File: src/rtl/mem_port_arbiter_if.sv
`default_nettype none
// ============================================================================
// Module   : mem_port_arbiter_if
// Purpose  : Bundles the fetch requester, data requester, memory port and
//            pipeline stall signals that surround mem_port_arbiter.
// Modports : slave  - the arbiter (consumes requests and mem_ack/mem_rdata,
//                     produces completions, memory request and stalls)
//            master - the surrounding pipeline/memory environment
// Signals  : if_req/if_addr/if_rdata/if_valid          fetch side
//            d_req/d_we/d_addr/d_wdata/d_be/d_rdata/d_valid  data side
//            mem_req/mem_we/mem_addr/mem_wdata/mem_be/mem_ack/mem_rdata
//            stall_if/stall_mem                         hazard outputs
// Revision : 1.0 - initial release
// ============================================================================
interface mem_port_arbiter_if #(
  parameter int ADDR_W = 32,
  parameter int DATA_W = 32
);
  localparam int BE_W = DATA_W / 8;

  logic              if_req;
  logic [ADDR_W-1:0] if_addr;
  logic [DATA_W-1:0] if_rdata;
  logic              if_valid;

  logic              d_req;
  logic              d_we;
  logic [ADDR_W-1:0] d_addr;
  logic [DATA_W-1:0] d_wdata;
  logic [BE_W-1:0]   d_be;
  logic [DATA_W-1:0] d_rdata;
  logic              d_valid;

  logic              mem_req;
  logic              mem_we;
  logic [ADDR_W-1:0] mem_addr;
  logic [DATA_W-1:0] mem_wdata;
  logic [BE_W-1:0]   mem_be;
  logic              mem_ack;
  logic [DATA_W-1:0] mem_rdata;

  logic              stall_if;
  logic              stall_mem;

  modport slave (
    input  if_req, if_addr, d_req, d_we, d_addr, d_wdata, d_be, mem_ack, mem_rdata,
    output if_rdata, if_valid, d_rdata, d_valid,
           mem_req, mem_we, mem_addr, mem_wdata, mem_be, stall_if, stall_mem
  );

  modport master (
    output if_req, if_addr, d_req, d_we, d_addr, d_wdata, d_be, mem_ack, mem_rdata,
    input  if_rdata, if_valid, d_rdata, d_valid,
           mem_req, mem_we, mem_addr, mem_wdata, mem_be, stall_if, stall_mem
  );
endinterface
`default_nettype wire

File: src/rtl/mem_port_arbiter.sv
`default_nettype none
// ============================================================================
// Module   : mem_port_arbiter
// Purpose  : Shares one unified memory port between instruction fetch and the
//            load/store stage. One transaction outstanding at a time against a
//            variable-latency memory; data side has fixed priority, bounded by
//            a starvation counter that lets a waiting fetch through.
// Ports    : clk    - core clock, rising edge
//            rst_n  - asynchronous active-low reset
//            bus    - mem_port_arbiter_if.slave (requesters, memory, stalls)
// Params   : ADDR_W, DATA_W (byte enables DATA_W/8), STARVE_LIM (>=1)
// Revision : 1.0 - initial release
// ============================================================================
module mem_port_arbiter #(
  parameter int ADDR_W     = 32,
  parameter int DATA_W     = 32,
  parameter int STARVE_LIM = 4
) (
  input  wire logic          clk,
  input  wire logic          rst_n,
  mem_port_arbiter_if.slave  bus
);

  localparam int BE_W  = DATA_W / 8;
  localparam int CNT_W = $clog2(STARVE_LIM + 1);
  localparam logic [CNT_W-1:0] c_starve_lim = CNT_W'(STARVE_LIM);

  typedef enum logic [1:0] {
    ST_IDLE    = 2'd0,
    ST_IF_BUSY = 2'd1,
    ST_D_BUSY  = 2'd2
  } state_t;

  state_t            r_state;
  logic [CNT_W-1:0]  r_starve_cnt;
  logic              r_mem_req;
  logic              r_mem_we;
  logic [ADDR_W-1:0] r_mem_addr;
  logic [DATA_W-1:0] r_mem_wdata;
  logic [BE_W-1:0]   r_mem_be;
  logic [DATA_W-1:0] r_if_rdata;
  logic              r_if_valid;
  logic [DATA_W-1:0] r_d_rdata;
  logic              r_d_valid;

  logic w_if_elig;
  logic w_d_elig;
  logic w_grant_d;
  logic w_grant_if;

  // A requester whose completion pulse is showing this cycle is still holding
  // its (now satisfied) request, so it must not be granted again yet.
  assign w_if_elig = bus.if_req & ~r_if_valid;
  assign w_d_elig  = bus.d_req  & ~r_d_valid;

  // Data wins unless it has used up its quota of grants over a waiting fetch.
  // If fetch is not eligible, data is never held back.
  assign w_grant_d  = w_d_elig & ((r_starve_cnt < c_starve_lim) | ~w_if_elig);
  assign w_grant_if = w_if_elig & ~w_grant_d;

  always_ff @(posedge clk or negedge rst_n) begin
    if (!rst_n) begin
      r_state      <= ST_IDLE;
      r_starve_cnt <= '0;
      r_mem_req    <= 1'b0;
      r_mem_we     <= 1'b0;
      r_mem_addr   <= '0;
      r_mem_wdata  <= '0;
      r_mem_be     <= '0;
      r_if_rdata   <= '0;
      r_if_valid   <= 1'b0;
      r_d_rdata    <= '0;
      r_d_valid    <= 1'b0;
    end else begin
      r_if_valid <= 1'b0;
      r_d_valid  <= 1'b0;
      case (r_state)
        ST_IDLE: begin
          if (w_grant_d) begin
            r_state     <= ST_D_BUSY;
            r_mem_req   <= 1'b1;
            r_mem_we    <= bus.d_we;
            r_mem_addr  <= bus.d_addr;
            r_mem_wdata <= bus.d_wdata;
            // Loads read whole words; byte enables only qualify stores.
            r_mem_be    <= bus.d_we ? bus.d_be : {BE_W{1'b1}};
            if (bus.if_req && (r_starve_cnt != c_starve_lim)) begin
              r_starve_cnt <= r_starve_cnt + CNT_W'(1);
            end
          end else if (w_grant_if) begin
            r_state      <= ST_IF_BUSY;
            r_mem_req    <= 1'b1;
            r_mem_we     <= 1'b0;
            r_mem_addr   <= bus.if_addr;
            r_mem_wdata  <= '0;
            r_mem_be     <= {BE_W{1'b1}};
            r_starve_cnt <= '0;
          end
        end
        ST_IF_BUSY: begin
          if (bus.mem_ack) begin
            r_state    <= ST_IDLE;
            r_mem_req  <= 1'b0;
            r_if_rdata <= bus.mem_rdata;
            r_if_valid <= 1'b1;
          end
        end
        ST_D_BUSY: begin
          if (bus.mem_ack) begin
            r_state   <= ST_IDLE;
            r_mem_req <= 1'b0;
            r_d_rdata <= bus.mem_rdata;
            r_d_valid <= 1'b1;
          end
        end
        default: r_state <= ST_IDLE;
      endcase
    end
  end

  assign bus.mem_req   = r_mem_req;
  assign bus.mem_we    = r_mem_we;
  assign bus.mem_addr  = r_mem_addr;
  assign bus.mem_wdata = r_mem_wdata;
  assign bus.mem_be    = r_mem_be;
  assign bus.if_rdata  = r_if_rdata;
  assign bus.if_valid  = r_if_valid;
  assign bus.d_rdata   = r_d_rdata;
  assign bus.d_valid   = r_d_valid;

  // Stalls are forced low while reset is asserted, independent of requests.
  assign bus.stall_if  = rst_n & bus.if_req & ~r_if_valid;
  assign bus.stall_mem = rst_n & bus.d_req  & ~r_d_valid;

endmodule
`default_nettype wire

File: src/flat_wrapper.sv
// flat-port wrapper written by rule: the top's interface ports become plain ports
module mem_port_arbiter_flat 
#(
  parameter int ADDR_W     = 32,
  parameter int DATA_W     = 32,
  parameter int STARVE_LIM = 4
)
  (clk, rst_n, bus_if_req, bus_if_addr, bus_d_req, bus_d_we, bus_d_addr, bus_d_wdata, bus_d_be, bus_mem_ack, bus_mem_rdata, bus_if_rdata, bus_if_valid, bus_d_rdata, bus_d_valid, bus_mem_req, bus_mem_we, bus_mem_addr, bus_mem_wdata, bus_mem_be, bus_stall_if, bus_stall_mem);
  mem_port_arbiter_if #(.ADDR_W(ADDR_W), .DATA_W(DATA_W)) bus_i ();
  input  wire logic clk;
  input  wire logic rst_n;
  input wire logic [$bits(bus_i.if_req)-1:0] bus_if_req;
  input wire logic [$bits(bus_i.if_addr)-1:0] bus_if_addr;
  input wire logic [$bits(bus_i.d_req)-1:0] bus_d_req;
  input wire logic [$bits(bus_i.d_we)-1:0] bus_d_we;
  input wire logic [$bits(bus_i.d_addr)-1:0] bus_d_addr;
  input wire logic [$bits(bus_i.d_wdata)-1:0] bus_d_wdata;
  input wire logic [$bits(bus_i.d_be)-1:0] bus_d_be;
  input wire logic [$bits(bus_i.mem_ack)-1:0] bus_mem_ack;
  input wire logic [$bits(bus_i.mem_rdata)-1:0] bus_mem_rdata;
  output wire logic [$bits(bus_i.if_rdata)-1:0] bus_if_rdata;
  output wire logic [$bits(bus_i.if_valid)-1:0] bus_if_valid;
  output wire logic [$bits(bus_i.d_rdata)-1:0] bus_d_rdata;
  output wire logic [$bits(bus_i.d_valid)-1:0] bus_d_valid;
  output wire logic [$bits(bus_i.mem_req)-1:0] bus_mem_req;
  output wire logic [$bits(bus_i.mem_we)-1:0] bus_mem_we;
  output wire logic [$bits(bus_i.mem_addr)-1:0] bus_mem_addr;
  output wire logic [$bits(bus_i.mem_wdata)-1:0] bus_mem_wdata;
  output wire logic [$bits(bus_i.mem_be)-1:0] bus_mem_be;
  output wire logic [$bits(bus_i.stall_if)-1:0] bus_stall_if;
  output wire logic [$bits(bus_i.stall_mem)-1:0] bus_stall_mem;
  assign bus_i.if_req = bus_if_req;
  assign bus_i.if_addr = bus_if_addr;
  assign bus_i.d_req = bus_d_req;
  assign bus_i.d_we = bus_d_we;
  assign bus_i.d_addr = bus_d_addr;
  assign bus_i.d_wdata = bus_d_wdata;
  assign bus_i.d_be = bus_d_be;
  assign bus_i.mem_ack = bus_mem_ack;
  assign bus_i.mem_rdata = bus_mem_rdata;
  assign bus_if_rdata = bus_i.if_rdata;
  assign bus_if_valid = bus_i.if_valid;
  assign bus_d_rdata = bus_i.d_rdata;
  assign bus_d_valid = bus_i.d_valid;
  assign bus_mem_req = bus_i.mem_req;
  assign bus_mem_we = bus_i.mem_we;
  assign bus_mem_addr = bus_i.mem_addr;
  assign bus_mem_wdata = bus_i.mem_wdata;
  assign bus_mem_be = bus_i.mem_be;
  assign bus_stall_if = bus_i.stall_if;
  assign bus_stall_mem = bus_i.stall_mem;
  mem_port_arbiter #(.ADDR_W(ADDR_W), .DATA_W(DATA_W), .STARVE_LIM(STARVE_LIM)) u_core (.clk(clk), .rst_n(rst_n), .bus(bus_i));
endmodule
File: config.mk
export PLATFORM = sky130hd
export DESIGN_NAME = mem_port_arbiter_flat
export DESIGN_NICKNAME = d
export VERILOG_FILES = /design/src/rtl/mem_port_arbiter_if.sv /design/src/rtl/mem_port_arbiter.sv /design/src/flat_wrapper.sv
export SDC_FILE = /design/constraint.sdc
export NUM_CORES = 1
export LEC_CHECK = 0
export ABC_CLOCK_PERIOD_IN_PS = 3100
export CAP_MARGIN = 30
export CORE_MARGIN = 4
export CORE_UTILIZATION = 44
export DETAILED_ROUTE_END_ITERATION = 10
export PLACE_DENSITY = 0.84
export SYNTH_ARGS = -nofsm -noshare
export SYNTH_HDL_FRONTEND = slang
export SYNTH_SLANG_ARGS = --single-unit
File: constraint.sdc
create_clock -name clk -period 3.1 [get_ports clk]
set_clock_uncertainty 0.05 [all_clocks]
set_input_delay 0.62 -clock clk [delete_from_list [all_inputs] [get_ports clk]]
set_output_delay 0.62 -clock clk [all_outputs]
set_load 0.05 [all_outputs]
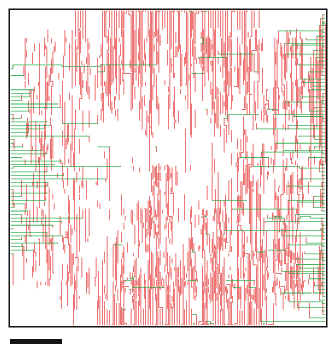
layers.png
The bar under the picture is 20 µm long. Only two layers are drawn.
legend:
  red:
    layer: M2
    wire_length: 8930 µm
  green:
    layer: M3
    wire_length: 1510 µm
wire length reported by the detailed router: 16800 µm
average routed wire per standard cell: 19.3 µm
count of vias placed by the detailed router: 4447
total routing usage reported by global routing: 23.4%

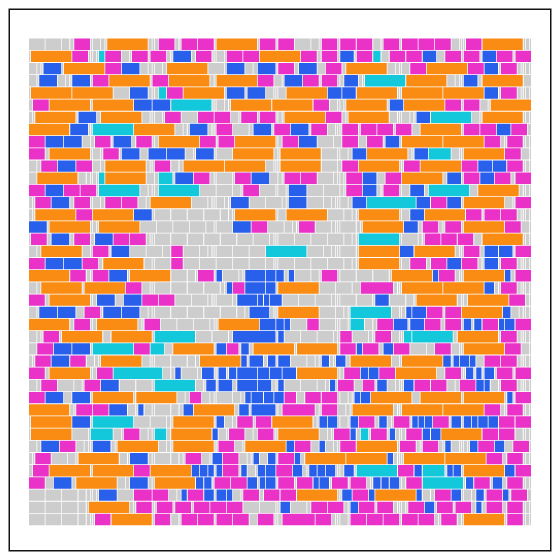
class_map.png
Fill, decap, tap and diode cells in grey.
legend:
  magenta:
    class: remaining buffers and delay cells
    cells: 285
  blue:
    class: remaining logic cells
    cells: 245
  cyan:
    class: clock drivers and dummy loads
    cells: 32
  orange:
    class: registers
    cells: 141
fraction of standard cell area that is sequential: 39.0%
share of the core filled with cells in the final layout: 74.1%
final design instance area without fill: 9050 µm²

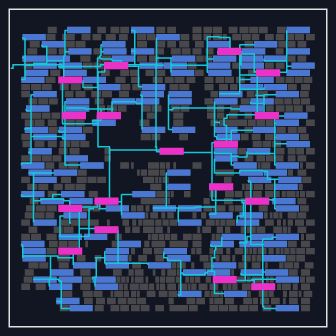
clock_wires.png
legend:
  magenta:
    item: clock-net drivers
    count: 17
  blue:
    item: flip-flops
    count: 141
  cyan:
    item: clock wires
    length: 1590 µm
flops lie: widely spread
routed clock nets: 18
clock group power: 0.00198 W
insertion delay at the late pin of the worst-skew pair: 0.41 ns

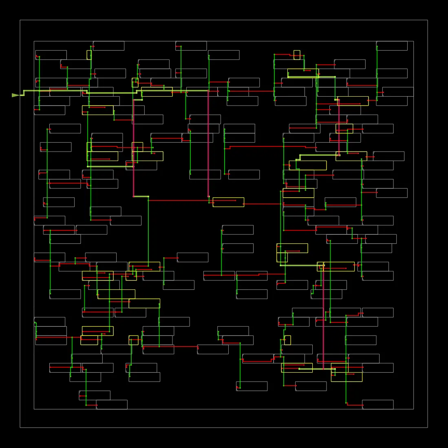
clock_nets.png
total clock sinks: 141
clock buffer instance count of the final layout: 22
number of sequential storage elements: 141

==> out/summary.log <==
qor: clock_network.holdBufCountCts 0
qor: power_and_ir_drop.combPwrFrac 56.4%
qor: setup_path.endpoint bus_stall_mem
qor: logic_synthesis.syn-num-nets 555
qor: cells_and_area.comb-cell-share 18.9%
qor: die.chipWidth 121 µm
qor: cells_and_area.clkCellAreaFrac 6.50%
qor: logic_synthesis.top_cell_area_share 63.3%
qor: sta.setup_tns 0 ns
qor: placement.pre_cts_slack 0.422 ns
qor: detailed_routing.via_per_inst 5.11
qor: grt.grt_pass1_vias 4796
qor: logic_synthesis.synth_compound_gate_area_share 14.4%
qor: setup_path.timing.rr.end u_core.bus.mem_addr[3]
qor: placement.gp_congestion 0.814
qor: logic_synthesis.postSynthAreaPerCell 13.6 µm²
qor: power_and_ir_drop.cellPowerDensity 1310 nW/µm²
qor: cells_and_area.proportion_of_layout_cells_with_a_drive_suffix_above_1 15.9%
qor: clock_network.htreeDepth 4
qor: setup_path.cp-end-kind output port
qor: logic_synthesis.synthXorXnorAreaFrac 0.157%
qor: hold_path.min-delay-path-class primary input to async pin
qor: logic_synthesis.ys_seq_share 63.3%
qor: die.initCoreUtil 45.6%
qor: grt.antenna_violations_before_repair 0
qor: cells_and_area.sequential_cell_area 3530 µm²
qor: detailed_routing.dr.max_layer_used met4
qor: cells_and_area.mostFrequentLayoutCell sky130_fd_sc_hd__clkdlybuf4s50_1
qor: power_and_ir_drop.pwr_total 0.0119 W
qor: logic_synthesis.most_common_cell sky130_fd_sc_hd__dfrtp_1
qor: grt.groute.layer.met1.usage 24.3%
qor: grt.use_met3 9.54%
qor: detailed_routing.detail_route.iter0.violations 210
qor: setup_path.critPathMaxFanout 8
qor: cells_and_area.layout.cells.most_common_list sky130_fd_sc_hd__clkdlybuf4s50_1, sky130_fd_sc_hd__dfrtp_1, sky130_fd_sc_hd__mux2_2
qor: detailed_routing.final_antenna_net_count 0
qor: logic_synthesis.ys.flop_type sky130_fd_sc_hd__dfrtp_1
qor: power_and_ir_drop.power_combinational 0.00669 W
qor: detailed_routing.routedLengthMet1 6010 µm
qor: clock_network.cell_at_the_root_of_the_clock_tree sky130_fd_sc_hd__clkbuf_16
qor: logic_synthesis.async_reset_ff_share 100%
qor: placement.place.detailed.instances 839
qor: cells_and_area.num_antenna_cells 0
qor: logic_synthesis.synth.distinct_cells 31
qor: logic_synthesis.synthSimpleGateAreaFrac 1.91%
qor: power_and_ir_drop.power.ir.vdd_worst 940 µV
qor: logic_synthesis.synth-adder-area-share 1.35%
qor: die.floorplan.core_area 12200 µm²
qor: detailed_routing.drtPass1Iterations 5
qor: grt.grtUsageMet2 41.9%
qor: placement.dpl_cell_area 8470 µm²
qor: grt.grt_start_max_net_pins 55
qor: job.maxCapViolCount 0
qor: run_status.status complete, no violations
qor: logic_synthesis.synth.area.mux_share 12.9%
qor: cells_and_area.syn_to_final_growth 62.5%
qor: setup_path.worstPathRequired 2.43 ns
qor: sta.setup_viol_count_final 0
qor: die.die_height 121 µm
qor: placement.post-dp-hpwl 12300 µm
qor: cells_and_area.multi_input_gate_area_in_the_final_layout 1720 µm²
qor: cells_and_area.layout.area.top_class registers
qor: logic_synthesis.post_synth_main_area_contributors sky130_fd_sc_hd__dfrtp_1, sky130_fd_sc_hd__mux2_2, sky130_fd_sc_hd__a22o_1, sky130_fd_sc_hd__o22ai_1, sky130_fd_sc_hd__a21oi_1
qor: sta.drv_slew 0
qor: grt.grt_remaining_overflow 0
qor: setup_path.worstSetupPathType primary input to output port
qor: clock_network.cts_max_path_bufs 2
qor: setup_path.critPathLaunch bus_d_req
qor: clock_network.cts_clk_pin_slew_worst_paths 0.05 ns
qor: die.number_of_well_taps 168
qor: grt.grt_first_pass_wirelength 26000 µm
qor: die.top_level_ports 276
qor: clock_network.tritoncts built
qor: logic_synthesis.synth-edff-count 0
qor: cells_and_area.finalNetCount 834
qor: clock_network.post_cts_gate_resize_count 0
qor: die.floorplan.die_area 14500 µm²
qor: logic_synthesis.netlist_instances 411
qor: cells_and_area.layout.buffer.nonclock.area_share 31.6%
qor: detailed_routing.met3WireLength 1510 µm
qor: cells_and_area.post_layout_nonfiller_instances 871
qor: power_and_ir_drop.switch_share 46.7%
qor: setup_path.r2r-start u_core.bus.d_valid
qor: logic_synthesis.yosysChipArea 5570 µm²
qor: logic_synthesis.cell_types_with_the_highest_counts_after_synthesis sky130_fd_sc_hd__dfrtp_1, sky130_fd_sc_hd__mux2_2, sky130_fd_sc_hd__inv_1, sky130_fd_sc_hd__a21oi_1
qor: logic_synthesis.synth_area 5570 µm²
qor: power_and_ir_drop.sequential_cell_power 0.00319 W
qor: die.cell_rows 40
qor: sta.slew-limit-headroom 55.4%
qor: logic_synthesis.post_synth_top_area_cell sky130_fd_sc_hd__dfrtp_1
qor: setup_path.timing.critical_path.arrival 1.98 ns
qor: sta.timing.final.hold_violations 0
qor: cells_and_area.logic_gate_count 205
qor: setup_path.startpoint_type primary input
qor: logic_synthesis.yosys-stat-cells 411
qor: logic_synthesis.yosysWarningCount 0
qor: grt.globalRoute.busiestLayer met2
qor: power_and_ir_drop.part_of_the_total_power_dissipated_in_sequential_elements 26.9%
qor: power_and_ir_drop.p_sw 0.00554 W
qor: power_and_ir_drop.cellLeakagePower 3.93 nW
qor: clock_network.postcts_setup_bufs 0
qor: cells_and_area.signal_buffers 285
qor: sta.post-route-min-period 2.65 ns
qor: setup_path.reg2reg_depth 4
qor: sta.unrepaired_setup_endpoints_after_global_routing no
qor: power_and_ir_drop.maxPowerGroup combinational logic
qor: logic_synthesis.synth.comb.largest_family AND-OR/OR-AND gates
qor: placement.placement.io_buffers 275
qor: power_and_ir_drop.power.share.clock 16.7%
qor: sta.holdWs 0.0527 ns
qor: logic_synthesis.yosys_register_bits 141
sequential cells by signal, indices dropped and copies added (netlist names):
signal and count:
u_core.bus.d_rdata 32, u_core.r_state 2, u_core.bus.mem_we 1, u_core.r_starve_cnt 3
u_core.bus.mem_req 1, u_core.bus.if_valid 1, u_core.bus.mem_wdata 32, u_core.bus.d_valid 1
u_core.bus.mem_addr 32, u_core.bus.mem_be 4, u_core.bus.if_rdata 32
critical path, cell delays in order:
cell,delay [ns]
sky130_fd_sc_hd__clkdlybuf4s50_1,0.47
sky130_fd_sc_hd__nor2b_1,0.49
sky130_fd_sc_hd__and2_1,0.26
sky130_fd_sc_hd__buf_12,0.14
Power is estimated from default activity; no workload was simulated.
